### config.mk
export PLATFORM = sky130hd
export DESIGN_NAME = mem_store_sequencer
export DESIGN_NICKNAME = d
export VERILOG_FILES = /design/src/rtl/mem_store_pkg.sv /design/src/rtl/mem_store_fifo.sv /design/src/rtl/mem_store_sequencer.sv
export SDC_FILE = /design/constraint.sdc
export NUM_CORES = 1
export LEC_CHECK = 0
export CORE_UTILIZATION = 40
export DETAILED_ROUTE_END_ITERATION = 8
export PLACE_DENSITY = 0.59
export SYNTH_ARGS = -nofsm -noshare
export SYNTH_HDL_FRONTEND = slang
export SYNTH_SLANG_ARGS = --single-unit
### constraint.sdc
create_clock -name i_clk -period 5.9 [get_ports i_clk]
set_input_delay 0.59 -clock i_clk [delete_from_list [all_inputs] [get_ports i_clk]]
set_output_delay 0.59 -clock i_clk [all_outputs]
set_load 0.02 [all_outputs]
### src/rtl/mem_store_pkg.sv
`default_nettype none
// ============================================================================
// Module      : mem_store_pkg
// Description : Shared encodings for the store sequencer. Covers the store
//               size codes, the FSM states, the per-size base byte masks, and
//               the little-endian lane placement helper.
// Revision    : 1.0 - initial release
// ============================================================================
package mem_store_pkg;

  // Store size encodings (req_size)
  localparam logic [1:0] SZ_B   = 2'b00;
  localparam logic [1:0] SZ_H   = 2'b01;
  localparam logic [1:0] SZ_W   = 2'b10;
  localparam logic [1:0] SZ_RSV = 2'b11;

  // Sequencer states
  typedef enum logic [1:0] {
    ST_IDLE = 2'd0,
    ST_LO   = 2'd1,
    ST_HI   = 2'd2
  } state_e;

  // Byte-enable patterns before shifting by the address offset
  localparam logic [3:0] MASK_B = 4'b0001;
  localparam logic [3:0] MASK_H = 4'b0011;
  localparam logic [3:0] MASK_W = 4'b1111;

  // Lane placement of one store across the first and (optional) second word
  typedef struct packed {
    logic [3:0]  be_lo;
    logic [3:0]  be_hi;
    logic [31:0] wd_lo;
    logic [31:0] wd_hi;
  } lanes_t;

  function automatic logic [3:0] base_mask(input logic [1:0] size);
    logic [3:0] m;
    case (size)
      SZ_B:    m = MASK_B;
      SZ_H:    m = MASK_H;
      SZ_W:    m = MASK_W;
      default: m = 4'b0000;
    endcase
    return m;
  endfunction

  // Shift the mask and data into an 8-lane window; the upper four lanes
  // belong to the following word and are non-zero only for split stores.
  function automatic lanes_t lane_calc(input logic [1:0]  size,
                                       input logic [1:0]  off,
                                       input logic [31:0] data);
    lanes_t     l;
    logic [7:0] m;
    logic [63:0] w;
    m       = {4'b0000, base_mask(size)} << off;
    w       = {32'h0000_0000, data} << {off, 3'b000};
    l.be_lo = m[3:0];
    l.be_hi = m[7:4];
    l.wd_lo = w[31:0];
    l.wd_hi = w[63:32];
    return l;
  endfunction

endpackage
`default_nettype wire

### src/rtl/mem_store_fifo.sv
`default_nettype none
// ============================================================================
// Module      : mem_store_fifo
// Description : Small store-request FIFO. Push and pop are qualified by the
//               clock enable. A full FIFO refuses a push even when a pop
//               happens on the same edge. Exposes both the head entry and the
//               entry behind it, so the sequencer can chain entries without
//               a bubble.
// Ports       : i_clk, i_rst_n (async, active-low), i_tick (clock enable)
//               i_push/i_wdata  - write request and entry
//               i_pop           - remove head entry
//               o_head/o_next   - entry at read pointer and the one after it
//               o_count/o_full/o_empty - occupancy
// Revision    : 1.0 - initial release
// ============================================================================
module mem_store_fifo #(
  parameter  int DEPTH = 2,
  parameter  int WIDTH = 66,
  localparam int CNT_W = $clog2(DEPTH) + 1
) (
  input  logic             i_clk,
  input  logic             i_rst_n,
  input  logic             i_tick,
  input  logic             i_push,
  input  logic [WIDTH-1:0] i_wdata,
  input  logic             i_pop,
  output logic [WIDTH-1:0] o_head,
  output logic [WIDTH-1:0] o_next,
  output logic [CNT_W-1:0] o_count,
  output logic             o_full,
  output logic             o_empty
);

  localparam int               PTR_W   = $clog2(DEPTH);
  localparam logic [CNT_W-1:0] C_DEPTH = CNT_W'(DEPTH);

  logic [WIDTH-1:0] r_mem [DEPTH];
  logic [PTR_W-1:0] r_wr_ptr;
  logic [PTR_W-1:0] r_rd_ptr;
  logic [CNT_W-1:0] r_count;

  logic             w_push_ok;
  logic             w_pop_ok;
  logic [PTR_W-1:0] w_rd_next;

  assign o_full    = (r_count == C_DEPTH);
  assign o_empty   = (r_count == '0);
  assign o_count   = r_count;
  assign w_push_ok = i_tick & i_push & ~o_full;
  assign w_pop_ok  = i_tick & i_pop & ~o_empty;
  // DEPTH is a power of two, so pointer arithmetic wraps naturally
  assign w_rd_next = r_rd_ptr + PTR_W'(1);
  assign o_head    = r_mem[r_rd_ptr];
  assign o_next    = r_mem[w_rd_next];

  // Storage carries no reset; occupancy alone decides validity
  always_ff @(posedge i_clk) begin
    if (w_push_ok) begin
      r_mem[r_wr_ptr] <= i_wdata;
    end
  end

  always_ff @(posedge i_clk or negedge i_rst_n) begin
    if (!i_rst_n) begin
      r_wr_ptr <= '0;
      r_rd_ptr <= '0;
      r_count  <= '0;
    end else begin
      if (w_push_ok) begin
        r_wr_ptr <= r_wr_ptr + PTR_W'(1);
      end
      if (w_pop_ok) begin
        r_rd_ptr <= w_rd_next;
      end
      case ({w_push_ok, w_pop_ok})
        2'b10:   r_count <= r_count + CNT_W'(1);
        2'b01:   r_count <= r_count - CNT_W'(1);
        default: r_count <= r_count;
      endcase
    end
  end

endmodule
`default_nettype wire

### src/rtl/mem_store_sequencer.sv
`default_nettype none
// ============================================================================
// Module      : mem_store_sequencer
// Description : Accepts byte/half/word stores over valid/ready and queues
//               them. It then issues each store to a word-wide memory write
//               port as one or two byte-enabled word writes. A second write
//               is issued when the store crosses a word boundary.
// Ports       : i_clk, i_rst_n (async, active-low), i_tick (clock enable)
//               i_req_valid/o_req_ready, i_req_addr, i_req_size, i_req_data
//               o_mem_req/i_mem_ack, o_mem_addr (word), o_mem_wdata, o_mem_be
//               o_busy     - queued entries or access in flight
//               o_size_err - one-cycle pulse after a reserved-size accept
// Revision    : 1.0 - initial release
// ============================================================================
module mem_store_sequencer
  import mem_store_pkg::*;
#(
  parameter int ADDR_W = 32,
  parameter int DEPTH  = 2
) (
  input  logic              i_clk,
  input  logic              i_rst_n,
  input  logic              i_tick,
  input  logic              i_req_valid,
  output logic              o_req_ready,
  input  logic [ADDR_W-1:0] i_req_addr,
  input  logic [1:0]        i_req_size,
  input  logic [31:0]       i_req_data,
  output logic              o_mem_req,
  input  logic              i_mem_ack,
  output logic [ADDR_W-3:0] o_mem_addr,
  output logic [31:0]       o_mem_wdata,
  output logic [3:0]        o_mem_be,
  output logic              o_busy,
  output logic              o_size_err
);

  localparam int               ENTRY_W = ADDR_W + 2 + 32;
  localparam int               CNT_W   = $clog2(DEPTH) + 1;
  localparam int               WADDR_W = ADDR_W - 2;
  localparam logic [CNT_W-1:0] C_TWO   = CNT_W'(2);

  // Entry layout: {addr, size, data}
  logic [ENTRY_W-1:0] w_req_entry;
  logic [ENTRY_W-1:0] w_head;
  logic [ENTRY_W-1:0] w_next;
  logic [CNT_W-1:0]   w_count;
  logic               w_full;
  logic               w_empty;
  logic               w_accept;
  logic               w_queue;
  logic               w_push;
  logic               w_pop;
  logic               w_ack;

  logic [ENTRY_W-1:0] w_load_entry;
  logic [ADDR_W-1:0]  w_load_addr;
  logic [WADDR_W-1:0] w_load_word;
  lanes_t             w_lanes;
  logic               w_next_avail;
  logic               w_load;
  logic               w_finish;

  state_e             r_state;
  logic               r_mem_req;
  logic [WADDR_W-1:0] r_mem_addr;
  logic [31:0]        r_mem_wdata;
  logic [3:0]         r_mem_be;
  logic [WADDR_W-1:0] r_hi_addr;
  logic [31:0]        r_hi_wdata;
  logic [3:0]         r_hi_be;
  logic               r_split;
  logic               r_size_err;

  state_e             w_state_nxt;
  logic               w_mem_req_nxt;
  logic [WADDR_W-1:0] w_mem_addr_nxt;
  logic [31:0]        w_mem_wdata_nxt;
  logic [3:0]         w_mem_be_nxt;
  logic [WADDR_W-1:0] w_hi_addr_nxt;
  logic [31:0]        w_hi_wdata_nxt;
  logic [3:0]         w_hi_be_nxt;
  logic               w_split_nxt;
  logic               w_size_err_nxt;

  // Ready is held low while reset is asserted, independent of occupancy
  assign o_req_ready = i_rst_n & ~w_full;
  assign w_accept    = i_req_valid & o_req_ready;
  assign w_queue     = w_accept & (i_req_size != SZ_RSV);
  assign w_push      = w_queue & i_tick;
  assign w_ack       = i_tick & r_mem_req & i_mem_ack;
  assign w_req_entry = {i_req_addr, i_req_size, i_req_data};

  mem_store_fifo #(
    .DEPTH (DEPTH),
    .WIDTH (ENTRY_W)
  ) u_fifo (
    .i_clk   (i_clk),
    .i_rst_n (i_rst_n),
    .i_tick  (i_tick),
    .i_push  (w_queue),
    .i_wdata (w_req_entry),
    .i_pop   (w_pop),
    .o_head  (w_head),
    .o_next  (w_next),
    .o_count (w_count),
    .o_full  (w_full),
    .o_empty (w_empty)
  );

  // When finishing an entry, the successor is either already queued behind
  // the head, or (head being the only entry) the request being pushed now.
  assign w_next_avail = (w_count >= C_TWO) | w_push;
  assign w_load_entry = (r_state == ST_IDLE) ? w_head :
                        ((w_count >= C_TWO) ? w_next : w_req_entry);
  assign w_load_addr  = w_load_entry[ENTRY_W-1 -: ADDR_W];
  assign w_load_word  = w_load_addr[ADDR_W-1:2];
  assign w_lanes      = lane_calc(w_load_entry[33:32], w_load_addr[1:0],
                                  w_load_entry[31:0]);

  always_comb begin
    w_state_nxt     = r_state;
    w_mem_req_nxt   = r_mem_req;
    w_mem_addr_nxt  = r_mem_addr;
    w_mem_wdata_nxt = r_mem_wdata;
    w_mem_be_nxt    = r_mem_be;
    w_hi_addr_nxt   = r_hi_addr;
    w_hi_wdata_nxt  = r_hi_wdata;
    w_hi_be_nxt     = r_hi_be;
    w_split_nxt     = r_split;
    w_size_err_nxt  = r_size_err;
    w_pop           = 1'b0;
    w_load          = 1'b0;
    w_finish        = 1'b0;

    if (i_tick) begin
      w_size_err_nxt = w_accept & (i_req_size == SZ_RSV);
      case (r_state)
        ST_IDLE: begin
          if (!w_empty) begin
            w_load = 1'b1;
          end
        end
        ST_LO: begin
          if (w_ack) begin
            if (r_split) begin
              w_state_nxt     = ST_HI;
              w_mem_addr_nxt  = r_hi_addr;
              w_mem_wdata_nxt = r_hi_wdata;
              w_mem_be_nxt    = r_hi_be;
            end else begin
              w_finish = 1'b1;
            end
          end
        end
        ST_HI: begin
          if (w_ack) begin
            w_finish = 1'b1;
          end
        end
        default: begin
          w_state_nxt   = ST_IDLE;
          w_mem_req_nxt = 1'b0;
        end
      endcase

      if (w_finish) begin
        w_pop = 1'b1;
        if (w_next_avail) begin
          w_load = 1'b1;
        end else begin
          w_state_nxt   = ST_IDLE;
          w_mem_req_nxt = 1'b0;
        end
      end

      if (w_load) begin
        w_state_nxt     = ST_LO;
        w_mem_req_nxt   = 1'b1;
        w_mem_addr_nxt  = w_load_word;
        w_mem_wdata_nxt = w_lanes.wd_lo;
        w_mem_be_nxt    = w_lanes.be_lo;
        w_hi_addr_nxt   = w_load_word + WADDR_W'(1);
        w_hi_wdata_nxt  = w_lanes.wd_hi;
        w_hi_be_nxt     = w_lanes.be_hi;
        w_split_nxt     = |w_lanes.be_hi;
      end
    end
  end

  always_ff @(posedge i_clk or negedge i_rst_n) begin
    if (!i_rst_n) begin
      r_state <= ST_IDLE;
    end else begin
      r_state <= w_state_nxt;
    end
  end

  always_ff @(posedge i_clk or negedge i_rst_n) begin
    if (!i_rst_n) begin
      r_mem_req   <= 1'b0;
      r_mem_addr  <= '0;
      r_mem_wdata <= '0;
      r_mem_be    <= '0;
      r_hi_addr   <= '0;
      r_hi_wdata  <= '0;
      r_hi_be     <= '0;
      r_split     <= 1'b0;
      r_size_err  <= 1'b0;
    end else begin
      r_mem_req   <= w_mem_req_nxt;
      r_mem_addr  <= w_mem_addr_nxt;
      r_mem_wdata <= w_mem_wdata_nxt;
      r_mem_be    <= w_mem_be_nxt;
      r_hi_addr   <= w_hi_addr_nxt;
      r_hi_wdata  <= w_hi_wdata_nxt;
      r_hi_be     <= w_hi_be_nxt;
      r_split     <= w_split_nxt;
      r_size_err  <= w_size_err_nxt;
    end
  end

  assign o_mem_req   = r_mem_req;
  assign o_mem_addr  = r_mem_addr;
  assign o_mem_wdata = r_mem_wdata;
  assign o_mem_be    = r_mem_be;
  assign o_size_err  = r_size_err;
  assign o_busy      = (r_state != ST_IDLE) | ~w_empty;

endmodule
`default_nettype wire

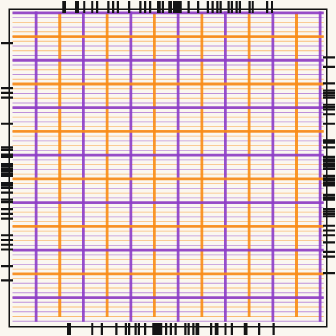
**Above:** power grid.
Pins as bars on the die edge.
legend:
  orange:
    net: VDD
  purple:
    net: VSS
met4 straps: 13
signal pins: 141
rows: 65
met1 rails: 66
peak supply drop: 0.296 mV
vertical extent of the die: 181 um
die extent in x: 181 um

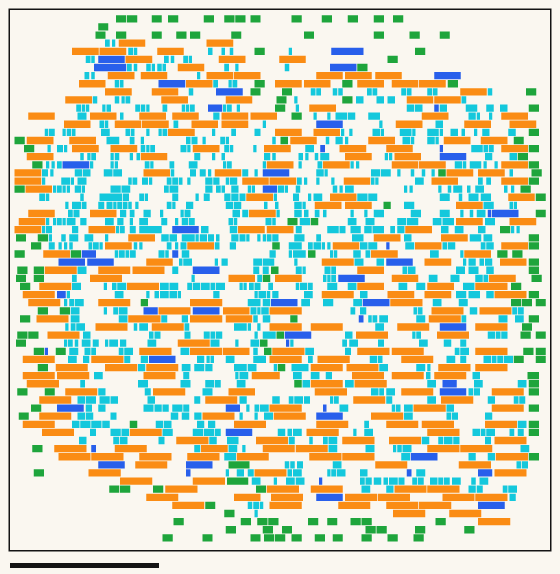
**Above:** cell classes on the final placement.
The bar under the picture is 50 um long.
legend:
  cyan:
    class: combinational and other logic
    cells: 824
    share_of_their_area: 34%
  green:
    class: remaining buffers and delay cells
    cells: 158
    share_of_their_area: 10%
  blue:
    class: clock drivers and dummy loads
    cells: 55
    share_of_their_area: 6.7%
  orange:
    class: sequential cells
    cells: 264
    share_of_their_area: 49%
Final Instance Area: 15500 sq um
Util after Layout: 0.491

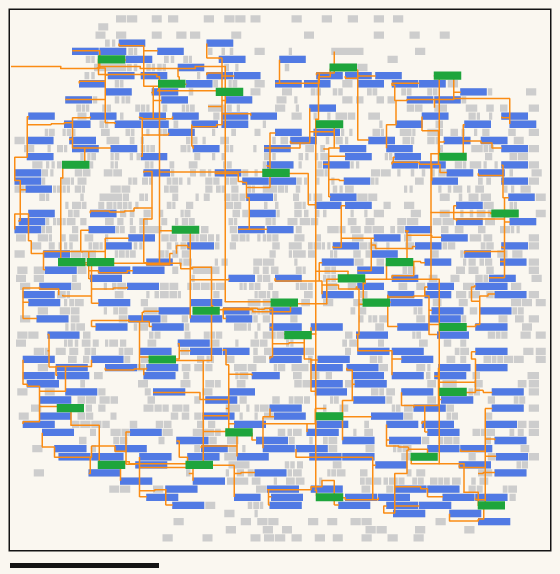
**Above:** clock network drawn from the DEF.
The bar under the picture is 50 um long.
legend:
  orange:
    item: clock wires
    length: 3520 um
  green:
    item: clock drivers
    count: 30
  blue:
    item: flip-flops
    count: 264
flops lie: spread over the die
routed clock nets: 31
clock-net power: 1.88 mW
Layout Skew: 0.0134 ns
Clk pwr share: 0.197
worst-skew pair later-pin latency: 0.56 ns

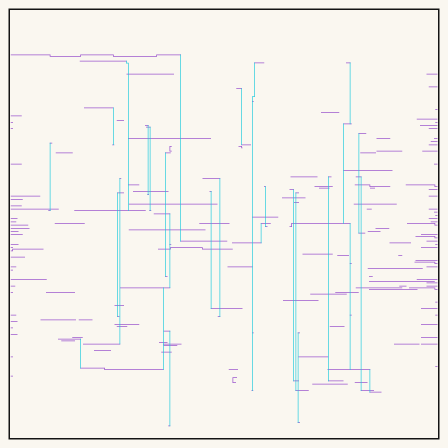
**Above:** wiring by layer.
Only two layers are drawn.
legend:
  purple:
    layer: metal 3
    wire_length: 1400 um
  cyan:
    layer: metal 4
    wire_length: 1400 um

==> results_dict.tcl <==
# flow metrics
set metrics [dict create \
    outcome "complete, no violations" \
    placeableCoreArea_sq_um 31600 \
    track_usage 0.217 \
    share_of_cell_area_taken_by_multi_input_logic_gates 0.329 \
    layout.clock_buffers 43 \
    antenna_found_initial 0 \
    max_slew.worst_pin.slew_ns 1.18 \
    synthAdderAreaFrac 0.00780 \
    violation_count_after_the_first_detailed_routing_iteration 796 \
    power.share.switching 0.435 \
    placement.io_buffers 140 \
    synth.yosys.warnings 0 \
    globalRouteMet2Util 0.387 \
    setup_tns_ns 0 \
    cts_repair_resize_count 0 \
    final.setup.worst_slack_ns 1.98 \
    worst_case_setup_slack_after_placement_ns 1.99 \
    p_switching_mw 4.15 \
    synth.logic.top_family "AND-OR/OR-AND gates" \
    critical_path.endpoint "r_hi_addr[24]" \
    final.period_utilization 0.665 \
    drive_gt1_frac 0.0799 \
    fin_cells 1703 \
    placedCellCount 1648 \
    path_class "register to register" \
    antenna-diode-count 0 \
    maxCapViolCount 0 \
    critPathLaunch "r_state[0]" \
    power_combinational_mw 4.96 \
    area_share_nonclk_buffers 0.101 \
    global_route.overflow_total 0 \
]
Power is estimated from default activity; no workload was simulated.
